### config.mk
export PLATFORM = sky130hd
export DESIGN_NAME = adc_scan_sequencer
export DESIGN_NICKNAME = d
export VERILOG_FILES = /design/src/rtl/adc_seq_pkg.sv /design/src/rtl/adc_scan_sequencer.sv
export SDC_FILE = /design/constraint.sdc
export NUM_CORES = 1
export LEC_CHECK = 0
export CORE_MARGIN = 4
export CORE_UTILIZATION = 49
export CTS_CLUSTER_DIAMETER = 150
export DETAILED_ROUTE_END_ITERATION = 12
export GPL_TIMING_DRIVEN = 0
export PLACE_DENSITY = 0.95
export RECOVER_POWER = 100
export SLEW_MARGIN = 20
export SYNTH_ARGS = -nofsm -noshare
export SYNTH_HDL_FRONTEND = slang
export SYNTH_SLANG_ARGS = --single-unit
### constraint.sdc
create_clock -name wb_clk_i -period 4.2 [get_ports wb_clk_i]
set_input_delay 0.42 -clock wb_clk_i [delete_from_list [all_inputs] [get_ports wb_clk_i]]
set_output_delay 0.42 -clock wb_clk_i [all_outputs]
set_load 0.02 [all_outputs]
### src/rtl/adc_seq_pkg.sv
// adc_seq_pkg: shared state encoding, defaults and channel-index width for the ADC scan sequencer.
package adc_seq_pkg;
    localparam int NUM_CH_MAX_DEF = 8;
    localparam int DATA_W_DEF     = 24;
    localparam int TIMEOUT_DEF    = 1024;
    localparam int CH_W           = 3;

    typedef enum logic [1:0] {S_IDLE, S_REQ, S_CAPTURE, S_FINISH} state_e;

    function automatic logic [3:0] eff_count(input logic [3:0] n, input int max_ch);
        return (int'(n) > max_ch) ? 4'(max_ch) : n;
    endfunction
endpackage

### src/rtl/adc_scan_sequencer.sv
// adc_scan_sequencer: walks channels 0..N-1 through an ADC request/ack handshake with a per-channel
// watchdog, writing sign-extended samples into the raw-sample bank.
module adc_scan_sequencer
    import adc_seq_pkg::*;
#(
    parameter int NUM_CH_MAX = NUM_CH_MAX_DEF,
    parameter int DATA_W     = DATA_W_DEF,
    parameter int TIMEOUT    = TIMEOUT_DEF
) (
    input  logic              wb_clk_i,
    input  logic              wb_rst_ni,
    input  logic              enable,
    input  logic              start,
    input  logic [3:0]        num_ch,
    output logic              adc_req,
    output logic [CH_W-1:0]   adc_ch,
    input  logic              adc_ack,
    input  logic [DATA_W-1:0] adc_data,
    output logic              smp_valid,
    output logic [CH_W-1:0]   smp_ch,
    output logic [31:0]       smp_data,
    output logic              busy,
    output logic              done,
    output logic              err_timeout,
    output logic              overrun
);
    localparam int WD_W = $clog2(TIMEOUT + 1);

    state_e            state_q, state_d;
    logic [CH_W-1:0]   ch_q, ch_d;
    logic [3:0]        lim_q, lim_d;
    logic [WD_W-1:0]   wd_q, wd_d;
    logic [DATA_W-1:0] data_q, data_d;
    logic              valid_q, valid_d, err_q, err_d, ovr_q, ovr_d;
    logic [3:0]        eff;
    logic              last_ch, wd_exp;

    assign eff     = eff_count(num_ch, NUM_CH_MAX);
    assign last_ch = ({1'b0, ch_q} + 4'd1) >= lim_q;
    assign wd_exp  = wd_q == WD_W'(TIMEOUT - 1);

    always_comb begin
        state_d = state_q;
        ch_d    = ch_q;
        lim_d   = lim_q;
        wd_d    = wd_q;
        data_d  = data_q;
        valid_d = 1'b0;
        err_d   = 1'b0;
        ovr_d   = start && (state_q != S_IDLE);
        // Abort outranks everything, including an ack landing in the same cycle.
        if (state_q != S_IDLE && !enable) begin
            state_d = S_IDLE;
            ch_d    = '0;
            wd_d    = '0;
        end else begin
            case (state_q)
                S_IDLE: begin
                    if (start && enable && eff != 4'd0) begin
                        state_d = S_REQ;
                        ch_d    = '0;
                        wd_d    = '0;
                        lim_d   = eff;
                    end
                end
                S_REQ: begin
                    if (adc_ack) begin
                        data_d  = adc_data;
                        valid_d = 1'b1;
                        state_d = S_CAPTURE;
                    end else if (wd_exp) begin
                        err_d   = 1'b1;
                        state_d = S_CAPTURE;
                    end else begin
                        wd_d = wd_q + 1'b1;
                    end
                end
                S_CAPTURE: begin
                    if (last_ch) begin
                        state_d = S_FINISH;
                    end else begin
                        ch_d    = ch_q + 1'b1;
                        wd_d    = '0;
                        state_d = S_REQ;
                    end
                end
                default: begin
                    state_d = S_IDLE;
                    ch_d    = '0;
                end
            endcase
        end
    end

    always_ff @(posedge wb_clk_i or negedge wb_rst_ni) begin
        if (!wb_rst_ni) begin
            state_q <= S_IDLE;
            ch_q    <= '0;
            lim_q   <= '0;
            wd_q    <= '0;
            data_q  <= '0;
            valid_q <= 1'b0;
            err_q   <= 1'b0;
            ovr_q   <= 1'b0;
        end else begin
            state_q <= state_d;
            ch_q    <= ch_d;
            lim_q   <= lim_d;
            wd_q    <= wd_d;
            data_q  <= data_d;
            valid_q <= valid_d;
            err_q   <= err_d;
            ovr_q   <= ovr_d;
        end
    end

    assign adc_req     = state_q == S_REQ;
    assign adc_ch      = ch_q;
    assign smp_valid   = valid_q;
    assign smp_ch      = ch_q;
    assign smp_data    = 32'($signed(data_q));
    assign busy        = (state_q == S_REQ) || (state_q == S_CAPTURE);
    assign done        = state_q == S_FINISH;
    assign err_timeout = err_q;
    assign overrun     = ovr_q;
endmodule
==> metrics.csv, run 1 <==
stage,metric,value,unit
run_status,outcome,"complete, no violations",
sta,fin crit share,0.7407,
sta,Final Critical Period,3111,ps
placed_design,post-DP HPWL,4.252,mm
floorplan,Pre-Place Util,0.5225,
critical_path,startpoint types,flop,
critical_path,flop-to-flop setup slack,1090,ps
synth,Synth area leader,dfrtp_1,
sta,setup TNS,0,ps
synth,ys cells,205,
synth,most frequent cells after synthesis,"47 x dfrtp_1, 26 x mux2_2, 11 x buf_4, 11 x inv_1, 10 x ha_1",
route,post-route antenna net violation count,0,
sta,Min Hold Slack,362.3,ps
cts,Clock Pin Slew Worst Setup and Hold Paths,80,ps
synth,synthesis area per yosys,2354,um^2
pwr,"IR drop worst, VDD",0.4247,mV
grt,number of global-route vias before repair,1962,
placed_design,Placement Cell Area,3202,um^2
route,number of vias per cell,5.737,
synth,"Primary FF master, synth",dfrtp_1,
sta,actual slew at the worst max-slew pin,1245,ps
grt,All-Layer GR Usage,0.1990,
critical_path,Critical Path RT,4350,ps
critical_path,Critical Path Fanout Max,9,
floorplan,boundary pin count,77,
grt,GR Util met3,0.04684,
cells_and_area,Antenna Cells,0,
critical_path,Crit. End Element,flop,
floorplan,FP Rows,24,
critical_path,crit-path cells,"ha_1, xnor2_1, inv_1, ha_1, o21a_1, nor2_1, o31ai_1, or3_1, clkbuf_1, o21ai_0",
synth,Mean Syn Cell Area,11.48,um^2
cts,cts repair resizes,0,
floorplan,core footprint,4504,um^2
route,post-DR wirelength/cell,16.53,um
critical_path,critical path class,flop to flop,
job,Tool Warnings,29,
grt,GRT overflow,0,
route,Iter 0 DRT Violations,112,
cts,CTS tree,done,
cts,setup bufs post-CTS,0,
pwr,leakage power total,1.498,nW
critical_path,slowest CP cell,o31ai_1,
cts,Max H-tree Level,2,
floorplan,Die Y,77.31,um
run 1: sequential cells by signal, summed over array words and instances, names as in the netlist:
register     count
adc_ch           3
data_q          24
err_timeout      1
lim_q            4
overrun          1
smp_valid        1
state_q          2
wd_q            11
run 1: metrics by stage:
step,util,worst slack (ps)
2_1_floorplan,-,1711
3_3_place_gp,0.7058,1444
3_5_place_dp,0.7108,1522
4_1_cts,0.7403,1373
5_1_grt,0.7319,848.5
6_report,0.7319,1089
run 1: cell families after synthesis:
| group | after synthesis | synth area share |
|---|---|---|
| DFF | 47 | 0.4997 |
| AOI/OAI and AO/OA | 45 | 0.1398 |
| adders and majority gates | 10 | 0.05316 |
| buffers and inverters | 31 | 0.06964 |
| muxes | 27 | 0.1287 |
| and+or+nand+nor | 44 | 0.1053 |
| xor gates and xnor gates | 1 | 0.003722 |
run 1: layout make-up:
type | count | area [um^2]
buffer | 20 | 117.6
clock buffer | 6 | 72.57
clock inverter | 2 | 60.06
fill | 300 | 1207
inverter | 11 | 41.29
multi-input combinational | 127 | 1006
sequential | 47 | 1176
tap | 52 | 65.06
timing repair buffer | 77 | 758.2
run 1: path summary, 6_finish.rpt:
check | depth (start not counted) | endpoint | start
max in group asynchronous | 2 | wd_q[4]$_DFFE_PN0P_ | wb_rst_ni
setup / recovery | 10 | wd_q[0]$_DFFE_PN0P_ | adc_ch[0]$_DFFE_PN0P_
setup reg to reg | 10 | wd_q[0]$_DFFE_PN0P_ | adc_ch[0]$_DFFE_PN0P_
hold / removal | 1 | data_q[14]$_DFFE_PN0P_ | wb_rst_ni
hold reg to reg | 1 | wd_q[7]$_DFFE_PN0P_ | wd_q[7]$_DFFE_PN0P_
min in group wb_clk_i | 1 | wd_q[7]$_DFFE_PN0P_ | wd_q[7]$_DFFE_PN0P_
run 1: routing by layer:
metal  vias up  routed length (um)
met1       959                2383
met5         -                   0
met3         9                 422
met4         0                  71
met2        91                2775
li1        903                   -
run 1: placed cells by master (no fill, tap or decap), types with 4 or more instances in the layout:
cell	count
inv_1	11
dlygate4sd3_1	44
clkbuf_8	5
nand2_1	8
o31ai_1	10
clkdlybuf4s50_1	31
clkbuf_1	11
nor3_1	5
buf_4	11
dfrtp_1	47
nand3_1	5
o21ai_0	9
a21oi_1	5
o21a_1	4
nor2_1	5
mux2_2	24
ha_1	10
run 1: power breakdown:
| part | switching, mW | total, mW | leakage, nW | internal, mW |
|---|---|---|---|---|
| clock | 0.145 | 0.383 | 0.0654 | 0.238 |
| combinational | 0.655 | 1.25 | 0.838 | 0.595 |
| sequential | 0.103 | 0.717 | 0.595 | 0.614 |
| total | 0.903 | 2.35 | 1.50 | 1.45 |
run 1: worst max-delay path, delay by kind of cell, from the launching register on:
| family | cells | cell delay, ps |
|---|---|---|
| adders and majority gates | 2 | 520 |
| buffers and inverters | 2 | 360 |
| DFF | 1 | 460 |
| AOI/OAI and AO/OA | 3 | 1110 |
| xor gates and xnor gates | 1 | 250 |
| and+or+nand+nor | 2 | 270 |
==> run_1/placement_by_type.png <==
Drawn at 8 px/um.
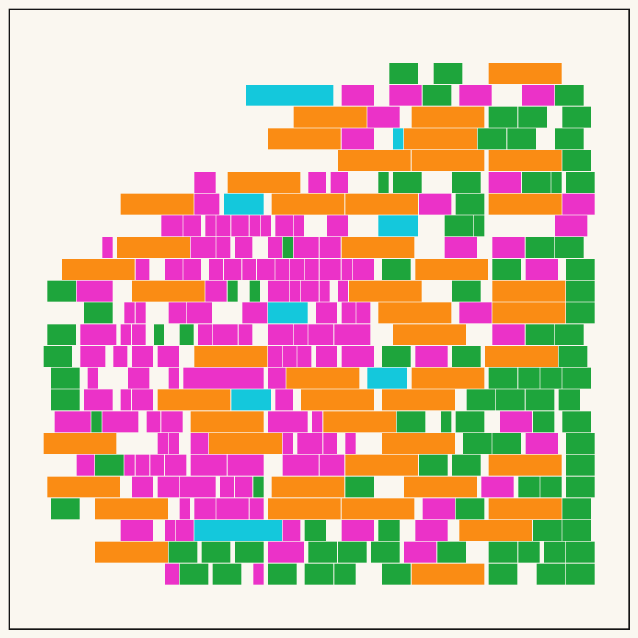
[green] other buffers and delay cells | cells: 97 | share of their area: 27%
[orange] flops | cells: 47 | share of their area: 36%
[cyan] clock drivers and dummy loads | cells: 8 | share of their area: 4.1%
[magenta] combinational and other logic | cells: 138 | share of their area: 32%

==> run_1/io_placement.png <==
Drawn at 4 px/um. Pins as bars across the die edge, other pins in grey.
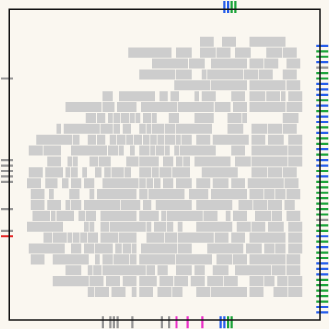
[red] overrun | pins: 1 | direction: output | edge: west
[blue] adc_data | pins: 24 | direction: input | edge: 20 east, 2 north, 2 south
[green] smp_data | pins: 32 | direction: output | edge: 28 east, 2 north, 2 south
[magenta] smp_ch | pins: 3 | direction: output | edge: south
all pins by edge: 50 east, 14 south, 9 west, 4 north

==> run_1/clocks.png <==
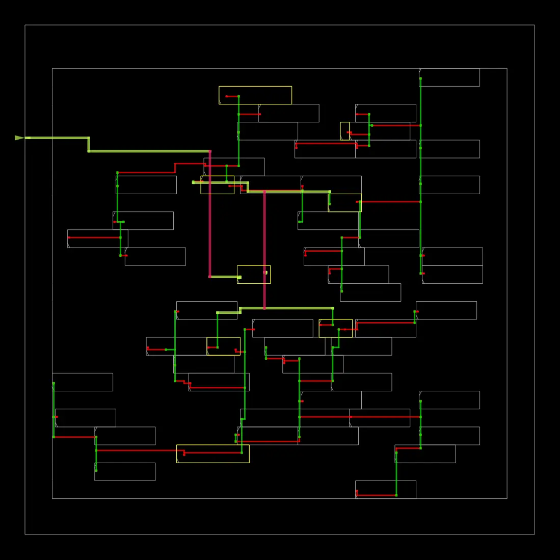
clk latency late pin: 300 ps
Clock Skew: 8.055 ps
CTS sink cnt: 47

==> run_1/layer_met3.png <==
Drawn at 6 px/um. Cells faint in the background.
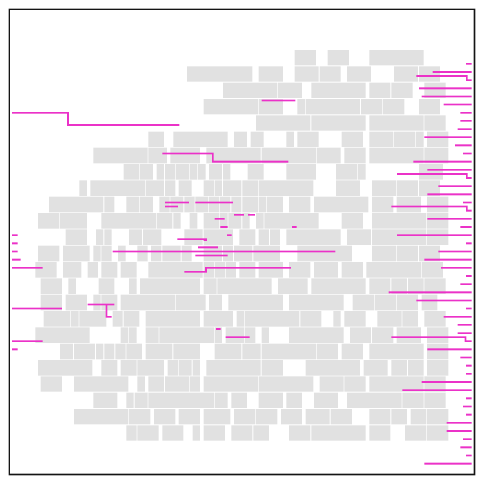
wire length on this layer: 423 um
main direction: horizontal

==> run_1/detail.png <==
Region (27, 27) to (77, 77) um. Cells in grey, sequential cells in the stronger grey; small squares are vias.
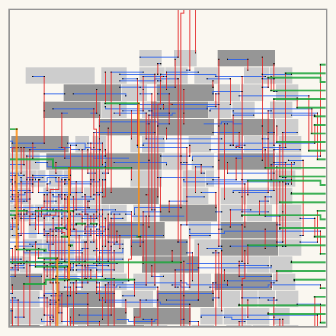

==> inputs of run 2 (changes only) <==
- CORE_UTILIZATION: 49 -> 41
- PLACE_DENSITY: 0.95 -> 0.86
- clock period: 4.2 -> 2.8 ns (I/O delays scaled with it)
==> run_2/detail.png <==
Region (34, 34) to (84, 84) um. Cells in grey, sequential cells in the stronger grey; small squares are vias.
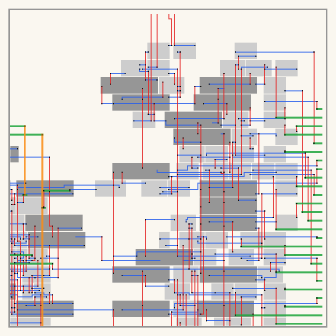
[blue] metal 1
[green] metal 3
[orange] metal 4
[red] metal 2
netlist names of flops here include: data_q (15), wd_q (4)
most frequent: dfrtp_1 (19), mux2_2 (17), dlygate4sd3_1 (16)
cells with their middle in the window: 79
sequential cells in the window: 19

==> metrics.csv, run 2 <==
stage,metric,value,unit,change
run_status,outcome,"complete, no violations",,unchanged
floorplan,boundary pin count,77,,unchanged
critical_path,startpoint types,flop,,unchanged
sta,fin crit share,0.9259,,was 0.7407
synth,Synth area leader,dfrtp_1,,unchanged
pwr,Comb power frac,0.535,,was 0.532
synth,synthesis area per yosys,2354,um^2,unchanged
cells_and_area,number of flip-flops in the largest register,24,,unchanged
route,number of vias per cell,5.231,,was 5.737
cts,CTS tree,done,,unchanged
cts,Clock Pin Slew Worst Setup and Hold Paths,80,ps,about the same
cells_and_area,logic area,1032,um^2,was 1006 um^2
grt,All-Layer GR Usage,0.1518,,was 0.1990
route,post-DR wirelength/cell,14.27,um,was 16.53 um
critical_path,critical path class,flop to flop,,unchanged
route,post-route antenna net violation count,0,,unchanged
sta,Min Hold Slack,494.4,ps,was 362.3 ps
pwr,sequential share of power,0.302,,was 0.305
placed_design,post-DP HPWL,3.930,mm,was 4.252 mm
cells_and_area,"Core Util, Final",0.6073,,was 0.7319
floorplan,Pre-Place Util,0.4248,,was 0.5225
sta,setup TNS,0,ps,unchanged
synth,Mean Syn Cell Area,11.48,um^2,unchanged
job,Tool Warnings,29,,unchanged
cells_and_area,leading registers by flop count,"data_q x24, wd_q x11, lim_q x4",,unchanged
pwr,leakage power total,1.518,nW,was 1.498 nW
pwr,Clk network pwr share,0.163,,about the same
sta,actual slew at the worst max-slew pin,1100,ps,was 1245 ps
cts,CTS sink cnt,47,,unchanged
grt,GRT overflow,0,,unchanged
route,Iter 0 DRT Violations,58,,was 112
pwr,P_int,2.187,mW,was 1.446 mW
floorplan,core footprint,5540,um^2,was 4504 um^2
cells_and_area,fill cell count,453,,was 300
pwr,"IR drop worst, VDD",0.5840,mV,was 0.4247 mV
cells_and_area,register cell area after layout,1176,um^2,unchanged
critical_path,Crit. End Element,flop,,unchanged
sta,Clock Skew,4.395,ps,was 8.055 ps
cells_and_area,Biggest register,data_q,,unchanged
placed_design,# port buffers,76,,unchanged
cells_and_area,Top cells excl fill/tap,"47 x dfrtp_1, 45 x dlygate4sd3_1, 31 x clkdlybuf4s50_1",,"was 47 x dfrtp_1, 44 x dlygate4sd3_1, 31 x clkdlybuf4s50_1"
cells_and_area,most numerous logic cell after layout,dfrtp_1,,unchanged
sta,Final Critical Period,2593,ps,was 3111 ps
cells_and_area,Antenna Cells,0,,unchanged
pwr,Net Sw Power,1.346,mW,was 0.9026 mW
run 2: cell count changes in the layout (fill, tap and decap cells not counted), sizes merged:
cell         change
clkbuf           -3
dlygate4sd3      +1
buf              +3
run 2: final cells by class:
class	instances	area share
inverter	11	0.01227
clock buffer	6	0.02157
buffer	20	0.03644
clock inverter	2	0.01785
timing repair buffer	78	0.2287
sequential	47	0.3496
multi-input combinational	127	0.3068
tap	72	0.02678
run 2: cells by family (layout without fill, tap and decap cells):
family / count (synthesis) / in the layout / synth area share
XOR/XNOR: 1 / 1 / 0.003722
flip-flops: 47 / 47 / 0.4997
buffers and inverters: 31 / 117 / 0.06964
adder cells (fa/ha/maj): 10 / 10 / 0.05316
AND/OR/NAND/NOR: 44 / 44 / 0.1053
AND-OR/OR-AND: 45 / 45 / 0.1398
multiplexers: 27 / 27 / 0.1287
run 2: what timing repair did:
action / CTS / global route
hold endpoints to repair: 19 / 0
endpoints found under the setup margin: 0 / 8
gates resized: 0 / 3
hold buffers: 1 / 0
run 2: worst paths after layout:
check | start | end | slack (ps) | cells after the start
worst max-delay path | adc_ch[0]$_DFFE_PN0P_ | wd_q[3]$_DFFE_PN0P_ | 210 | 10
min in group asynchronous | wb_rst_ni | wd_q[10]$_DFFE_PN0P_ | 700 | 2
worst min-delay path | wd_q[7]$_DFFE_PN0P_ | wd_q[7]$_DFFE_PN0P_ | 490 | 1
worst max register to register | adc_ch[0]$_DFFE_PN0P_ | wd_q[3]$_DFFE_PN0P_ | 210 | 10
worst min register to register | wd_q[7]$_DFFE_PN0P_ | wd_q[7]$_DFFE_PN0P_ | 490 | 1
max in group asynchronous | wb_rst_ni | data_q[12]$_DFFE_PN0P_ | 870 | 3
run 2: layer usage:
layer	track usage	vias to the layer above	routed length, um
met2	0.2487	91	2434
li1	-	907	-
met1	0.2024	896	2279
met5	0	-	0
met4	0.03509	0	46
met3	0.03850	5	418
run 2: power groups by stage:
stage               Combinational, mW  Sequential (mW)  Clock, mW
CTS                              2.00             1.08      0.596
global placement                 1.94             1.08          0
finish                           1.89             1.07      0.575
global route                     2.04             1.11      0.628
detailed placement               1.99             1.09          0
floorplan                       0.961             1.31          0
run 2: critical path: stages (launching register included):
cell	delay, ps
dfrtp_1	450
ha_1	260
xnor2_2	190
inv_1	70
ha_1	270
o21a_1	190
nor2_2	160
o31ai_4	140
or3_1	370
clkbuf_2	160
o31ai_1	240
run 2: per-stage QoR:
step / setup WS (ps) / area [um^2] / instances
after floorplan: 310.6 / 2354 / 205
after global routing: 9.679 / 3364 / 363
after global placement: 126.4 / 3204 / 353
after CTS: 99.60 / 3362 / 363
after detailed placement: 112.1 / 3219 / 354
final: 207.4 / 3364 / 363
Power figures rest on the tool's default switching activity, not on a simulated workload.
